==> config.mk <==
export PLATFORM = sky130hd
export DESIGN_NAME = memory_port_arbiter
export DESIGN_NICKNAME = d
export VERILOG_FILES = /design/src/rtl/mips_mem_pkg.sv /design/src/rtl/arb_wait_counter.sv /design/src/rtl/memory_port_arbiter.sv
export SDC_FILE = /design/constraint.sdc
export NUM_CORES = 1
export LEC_CHECK = 0
export CAP_MARGIN = 20
export CORE_AREA = 2 2 127 154
export DETAILED_ROUTE_END_ITERATION = 16
export DIE_AREA = 0 0 129 156
export GPL_TIMING_DRIVEN = 1
export SLEW_MARGIN = 10
export SYNTH_ARGS = -nofsm -noshare
export SYNTH_HDL_FRONTEND = slang
export SYNTH_HIERARCHICAL = 1
export SYNTH_SLANG_ARGS = --single-unit
export TNS_END_PERCENT = 5
==> constraint.sdc <==
create_clock -name clk -period 1.4 [get_ports clk]
set_input_delay 0.28 -clock clk [delete_from_list [all_inputs] [get_ports clk]]
set_output_delay 0.28 -clock clk [all_outputs]
set_load 0.1 [all_outputs]
==> src/rtl/mips_mem_pkg.sv <==
// Shared types and constants for the MIPS unified-memory port arbiter.
// Defines the arbiter state encoding, mux selector values and default widths.
package mips_mem_pkg;

    typedef enum logic [1:0] {
        IDLE   = 2'd0,
        ACCESS = 2'd1,
        RESP   = 2'd2
    } arb_state_e;

    localparam logic SEL_IF  = 1'b0;
    localparam logic SEL_MEM = 1'b1;

    localparam int unsigned DEF_N           = 32;
    localparam int unsigned DEF_ADDR_W      = 32;
    localparam int unsigned DEF_WAIT_CYCLES = 1;

endpackage

==> src/rtl/arb_wait_counter.sv <==
// Loadable down-counter timing a RAM access; load sets WAIT_CYCLES-1, zero_o flags expiry.
// Decrement saturates at zero; load has priority over decrement.
module arb_wait_counter #(
    parameter int unsigned WAIT_CYCLES = 1
) (
    input  logic clk_i,
    input  logic reset_i,
    input  logic load_i,
    input  logic dec_i,
    output logic zero_o
);
    localparam int unsigned CW = $clog2(WAIT_CYCLES + 1);
    localparam logic [CW-1:0] LOAD_VAL = CW'(WAIT_CYCLES - 1);

    logic [CW-1:0] cnt_q, cnt_d;

    always_comb begin
        cnt_d = cnt_q;
        if (load_i) begin
            cnt_d = LOAD_VAL;
        end else if (dec_i && (cnt_q != '0)) begin
            cnt_d = cnt_q - CW'(1);
        end
    end

    always_ff @(posedge clk_i) begin
        if (reset_i) begin
            cnt_q <= '0;
        end else begin
            cnt_q <= cnt_d;
        end
    end

    assign zero_o = (cnt_q == '0);

endmodule

==> src/rtl/memory_port_arbiter.sv <==
// Shares one single-port RAM between IF and MEM requesters; each access takes WAIT_CYCLES+2 cycles.
// MEM wins ties unless ARB_ROUND_ROBIN_EN is defined, which alternates grants on simultaneous requests.
module memory_port_arbiter
    import mips_mem_pkg::*;
#(
    parameter int unsigned N           = DEF_N,
    parameter int unsigned ADDR_W      = DEF_ADDR_W,
    parameter int unsigned WAIT_CYCLES = DEF_WAIT_CYCLES
) (
    input  logic              clk,
    input  logic              reset,
    input  logic              if_req,
    input  logic [ADDR_W-1:0] if_addr,
    output logic              if_ready,
    output logic [N-1:0]      if_rdata,
    input  logic              mem_req,
    input  logic              mem_we,
    input  logic [ADDR_W-1:0] mem_addr,
    input  logic [N-1:0]      mem_wdata,
    output logic              mem_ready,
    output logic [N-1:0]      mem_rdata,
    output logic              mux_sel,
    output logic [ADDR_W-1:0] ram_addr,
    output logic [N-1:0]      ram_wdata,
    output logic              ram_we,
    input  logic [N-1:0]      ram_rdata,
    output logic              busy
);
    arb_state_e        state_q;
    logic              mux_sel_q;
    logic              ram_we_q;
    logic              acc_we_q;
    logic              if_ready_q;
    logic              mem_ready_q;
    logic [ADDR_W-1:0] ram_addr_q;
    logic [N-1:0]      ram_wdata_q;
    logic [N-1:0]      if_rdata_q;
    logic [N-1:0]      mem_rdata_q;
    logic              grant_mem;
    logic              any_req;
    logic              cnt_load;
    logic              cnt_zero;

    assign any_req = if_req | mem_req;

`ifdef ARB_ROUND_ROBIN_EN
    logic last_grant_q;
    // On a tie the requester that lost last time is served first.
    assign grant_mem = mem_req & (~if_req | (last_grant_q == SEL_IF));
`else
    assign grant_mem = mem_req;
`endif

    assign cnt_load = (state_q == IDLE) & any_req;

    arb_wait_counter #(
        .WAIT_CYCLES(WAIT_CYCLES)
    ) u_wait (
        .clk_i  (clk),
        .reset_i(reset),
        .load_i (cnt_load),
        .dec_i  (state_q == ACCESS),
        .zero_o (cnt_zero)
    );

    always_ff @(posedge clk) begin
        if (reset) begin
            state_q     <= IDLE;
            mux_sel_q   <= SEL_IF;
            ram_addr_q  <= '0;
            ram_wdata_q <= '0;
            ram_we_q    <= 1'b0;
            acc_we_q    <= 1'b0;
            if_ready_q  <= 1'b0;
            mem_ready_q <= 1'b0;
            if_rdata_q  <= '0;
            mem_rdata_q <= '0;
`ifdef ARB_ROUND_ROBIN_EN
            last_grant_q <= SEL_IF;
`endif
        end else begin
            ram_we_q    <= 1'b0;
            if_ready_q  <= 1'b0;
            mem_ready_q <= 1'b0;
            case (state_q)
                IDLE: begin
                    if (any_req) begin
                        state_q     <= ACCESS;
                        mux_sel_q   <= grant_mem ? SEL_MEM : SEL_IF;
                        ram_addr_q  <= grant_mem ? mem_addr : if_addr;
                        ram_wdata_q <= mem_wdata;
                        ram_we_q    <= grant_mem & mem_we;
                        acc_we_q    <= grant_mem & mem_we;
`ifdef ARB_ROUND_ROBIN_EN
                        last_grant_q <= grant_mem ? SEL_MEM : SEL_IF;
`endif
                    end
                end
                ACCESS: begin
                    if (cnt_zero) begin
                        state_q <= RESP;
                        if (mux_sel_q == SEL_MEM) begin
                            mem_ready_q <= 1'b1;
                            // A store leaves the load-data register untouched.
                            if (!acc_we_q) begin
                                mem_rdata_q <= ram_rdata;
                            end
                        end else begin
                            if_ready_q <= 1'b1;
                            if_rdata_q <= ram_rdata;
                        end
                    end
                end
                RESP:    state_q <= IDLE;
                default: state_q <= IDLE;
            endcase
        end
    end

    assign if_ready  = if_ready_q;
    assign if_rdata  = if_rdata_q;
    assign mem_ready = mem_ready_q;
    assign mem_rdata = mem_rdata_q;
    assign mux_sel   = mux_sel_q;
    assign ram_addr  = ram_addr_q;
    assign ram_wdata = ram_wdata_q;
    assign ram_we    = ram_we_q;
    assign busy      = (state_q != IDLE);

endmodule
==> metrics.json <==
{
  "run_status": {
    "run_status": "complete, but fails checks",
    "violated_checks": "setup timing"
  },
  "timing": {
    "final.setup_skew_ns": 0.0110,
    "worst_hold_slack_ns": 0.324,
    "timing_max_transition_violations_final": 0,
    "worst_setup_margin_ns": -0.166,
    "max_transition_margin_pct": 81.1,
    "rsz0062_at_grt": "true",
    "final-hold-violation-count": 0,
    "fmax_mhz": 638,
    "period_needed_ns": 1.57,
    "finalSetupViolCount": 16,
    "totalNegativeSetupSlack_ns": -1.88,
    "post-route-period-util_pct": 112
  },
  "final_layout": {
    "antennaDiodeCount": 0,
    "most-common-layout-cells": "sky130_fd_sc_hd__buf_12 (146), sky130_fd_sc_hd__dfxtp_1 (134), sky130_fd_sc_hd__clkdlybuf4s50_1 (130)",
    "design_area_um2": 10900,
    "finalCoreUtilization_pct": 58.5,
    "final_layout_size_suffix_gt1_share_pct": 30.6
  },
  "synth": {
    "ys_seq_share_pct": 47.7,
    "yosys.area.top_type": "sky130_fd_sc_hd__dfxtp_1",
    "synth.area.top_cells": "sky130_fd_sc_hd__dfxtp_1 (48%), sky130_fd_sc_hd__mux2i_1 (11%), sky130_fd_sc_hd__nand2b_1 (7.0%), sky130_fd_sc_hd__a21oi_1 (6.8%), sky130_fd_sc_hd__a211oi_2 (4.4%)",
    "yosys.stat.chipArea_um2": 5710,
    "count_of_yosys_warnings_during_synthesis": 6,
    "yosys_most_used_dff": "sky130_fd_sc_hd__dfxtp_1",
    "synth-async-reset-ratio_pct": 0,
    "synthesis.area_per_instance_um2": 9.47,
    "synth.ff_latch_count": 136,
    "edf_count": 0,
    "top_post_synthesis_cells_by_count": "sky130_fd_sc_hd__dfxtp_1 (136), sky130_fd_sc_hd__a21oi_1 (78), sky130_fd_sc_hd__nand2_1 (65), sky130_fd_sc_hd__mux2i_1 (64), sky130_fd_sc_hd__nand2b_1 (64)",
    "yosysCellCount": 603,
    "syn-instance-count": 603,
    "synthesis.nets": 736,
    "synth_top_area_share_pct": 47.7,
    "yosys.cell_types.count": 30,
    "post-synth-top-count-cell": "sky130_fd_sc_hd__dfxtp_1"
  },
  "pwr": {
    "cellPowerDensity_nw_per_um2": 1280
  },
  "global_routing": {
    "grt_overflow_total": 0,
    "global_route.usage.total_pct": 17.8,
    "grt_pass1_vias": 5143,
    "initial_antenna_violation_count": 0,
    "grt_first_pass_wirelength_um": 28100
  },
  "floorplan": {
    "floorplan.die_area_um2": 20100,
    "core_area_um2": 18600,
    "top_level_ports": 266,
    "die-width_um": 129,
    "die_h_um": 156,
    "rows": 55,
    "core_util_floorplan_pct": 30.6
  },
  "setup_path": {
    "arrival_ns": 1.29,
    "regToRegEndpoint": "ram_wdata[9]",
    "worst_path_dominant_cell_family": "buffers and inverters",
    "critical_path.startpoint": "state_q[0]",
    "critical_path_depth": 5,
    "critPathMaxFanout": 3,
    "reg2reg_setup_slack_ns": -0.16,
    "timing.critical_path.mode_cell": "sky130_fd_sc_hd__buf_12",
    "setup.worst_path.class": "reg -> out",
    "slowest_stage": "sky130_fd_sc_hd__dfxtp_2",
    "timing.reg2reg.worst_path_depth": 10,
    "critPathLaunchType": "register",
    "critical_path.endpoint_type": "output port",
    "timing.rr.start": "state_q[0]",
    "cp_data_required_time_ns": 1.12,
    "crit_path_end": "busy",
    "timing.critical_path.cells": "buf_6 > nor2_4 > inv_4 > buf_12 > buf_12"
  },
  "placement": {
    "post_dp_cell_area_um2": 10100,
    "detailedPlacementHpwl_um": 12800,
    "placer_congestion_estimate": 0.719,
    "portBuffers": 265
  },
  "clock_tree": {
    "cts_sinks": 136,
    "ctsRootBufferMaster": "sky130_fd_sc_hd__clkbuf_16",
    "clock_tree.htree_level_count": 4,
    "cts.reportedPaths.clkPinSlew_ns": 0.07,
    "cts_max_path_buffers": 2
  },
  "routing": {
    "detailroute.via_count": 5291,
    "residual_drc_count": 0,
    "routed_wirelength_um": 18000,
    "drt_first_pass_iters": 4,
    "first_iter_violations": 292,
    "drt.antenna.violating_nets": 0,
    "detail_route.wl_per_cell_um": 15.8,
    "post_drt_via_cell_ratio": 4.66
  },
  "hold_path": {
    "holdCritPathClass": "in -> reg",
    "worstHoldPathCells": 3
  },
  "run": {
    "cap_violations": 0,
    "warning_count": 29
  }
}
## metal layers
layer / track usage (%) / vias up / part of all wire (%)
met5: 0 / - / 0
met4: 4.76 / 0 / 1.2
met3: 5.69 / 19 / 6.4
met2: 30.2 / 182 / 50
met1: 21.7 / 2467 / 42
li1: - / 2623 / -
## per-stage QoR
| step | cells | worst slack [ns] |
|---|---|---|
| after floorplan | 603 | -0.0398 |
| after global placement | 1095 | -0.203 |
| after detailed placement | 1095 | -0.211 |
| after CTS | 1133 | -0.211 |
| after global routing | 1136 | -0.218 |
| final | 1136 | -0.166 |
## tightest hold or removal path: stages
cell and delay [ns]:
sky130_fd_sc_hd__buf_4 0.13, sky130_fd_sc_hd__buf_4 0.22, sky130_fd_sc_hd__a21oi_1 0.05
## kinds of logic after synthesis
group           count (synthesis)  synth area share (%)
compound gates                165                  19.0
flops                         136                  47.7
simple gates                  177                  16.3
buf+inv                        61                  5.79
mux                            64                  11.2
## power breakdown
| group | total [W] | switching [W] | internal, W |
|---|---|---|---|
| combinational | 0.00474 | 0.00285 | 0.00189 |
| clock | 0.00475 | 0.00184 | 0.00290 |
| sequential | 0.00445 | 0.000298 | 0.00415 |
| total | 0.0139 | 0.00499 | 0.00894 |
## flip-flops by register name (all words and copies together) (netlist names)
| register | flops |
|---|---|
| if_rdata | 32 |
| mem_rdata | 32 |
| ram_addr | 32 |
| ram_wdata | 32 |
| state_q | 2 |
| acc_we_q | 1 |
| if_ready | 1 |
| mem_ready | 1 |
| mux_sel | 1 |
| ram_we | 1 |
| u_wait/cnt_q | 1 |
## cell type report
cell class / instances / area (um^2)
clock buffer: 18 / 439
multi-input combinational: 406 / 2720
sequential: 136 / 2730
inverter: 4 / 17.5
tap: 256 / 320
clock inverter: 14 / 190
timing repair buffer: 302 / 4480
fill: 1583 / 7750
## worst min-delay path by stage
stage	start	end	slack, ns
after floorplan	reset	u_wait/cnt_q	0.35
after global placement	if_rdata[23]	if_rdata[23]	0.48
after detailed placement	if_rdata[21]	if_rdata[21]	0.48
after CTS	reset	if_rdata[15]	0.31
after global routing	reset	if_rdata[13]	0.33
final	reset	if_rdata[16]	0.32
## what timing repair did
item | CTS | global route
resized | 20 | 24
buffers inserted | 6 | 2
gates cloned | 0 | 1
endpoints found under the setup margin | 9 | 88
pin swaps | 6 | 24
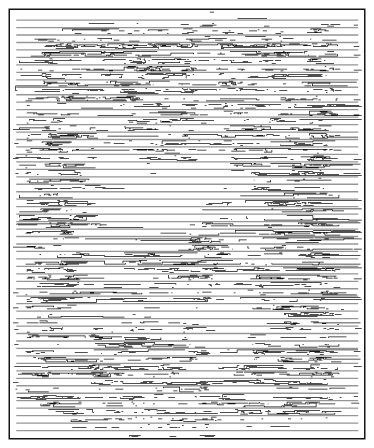
Fig. 1. Signal wires on met1.
Supply wires on this layer in grey.
main direction = horizontal
longest straight run = 43.9 um
share of all routed wire = 42%

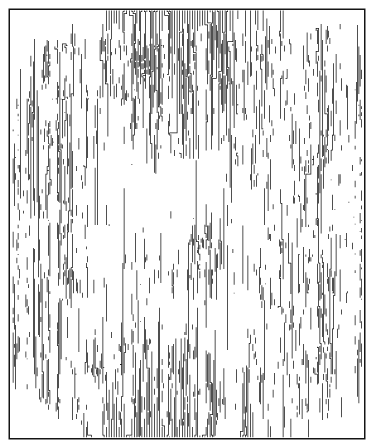
Fig. 2. The metal 2 layer.
share of all routed wire = 50%
main direction = vertical
longest straight run = 62.2 um
wire length on this layer = 8980 um
nets with wire on the layer = 858

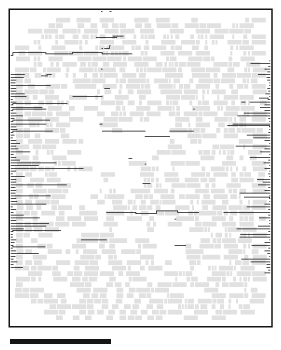
Fig. 3. M3 wires.
Bar = 50 um.
share of all routed wire = 6.4%
longest straight run = 35.6 um
wire length on this layer = 1140 um
main direction = horizontal

Power is estimated from default activity; no workload was simulated.
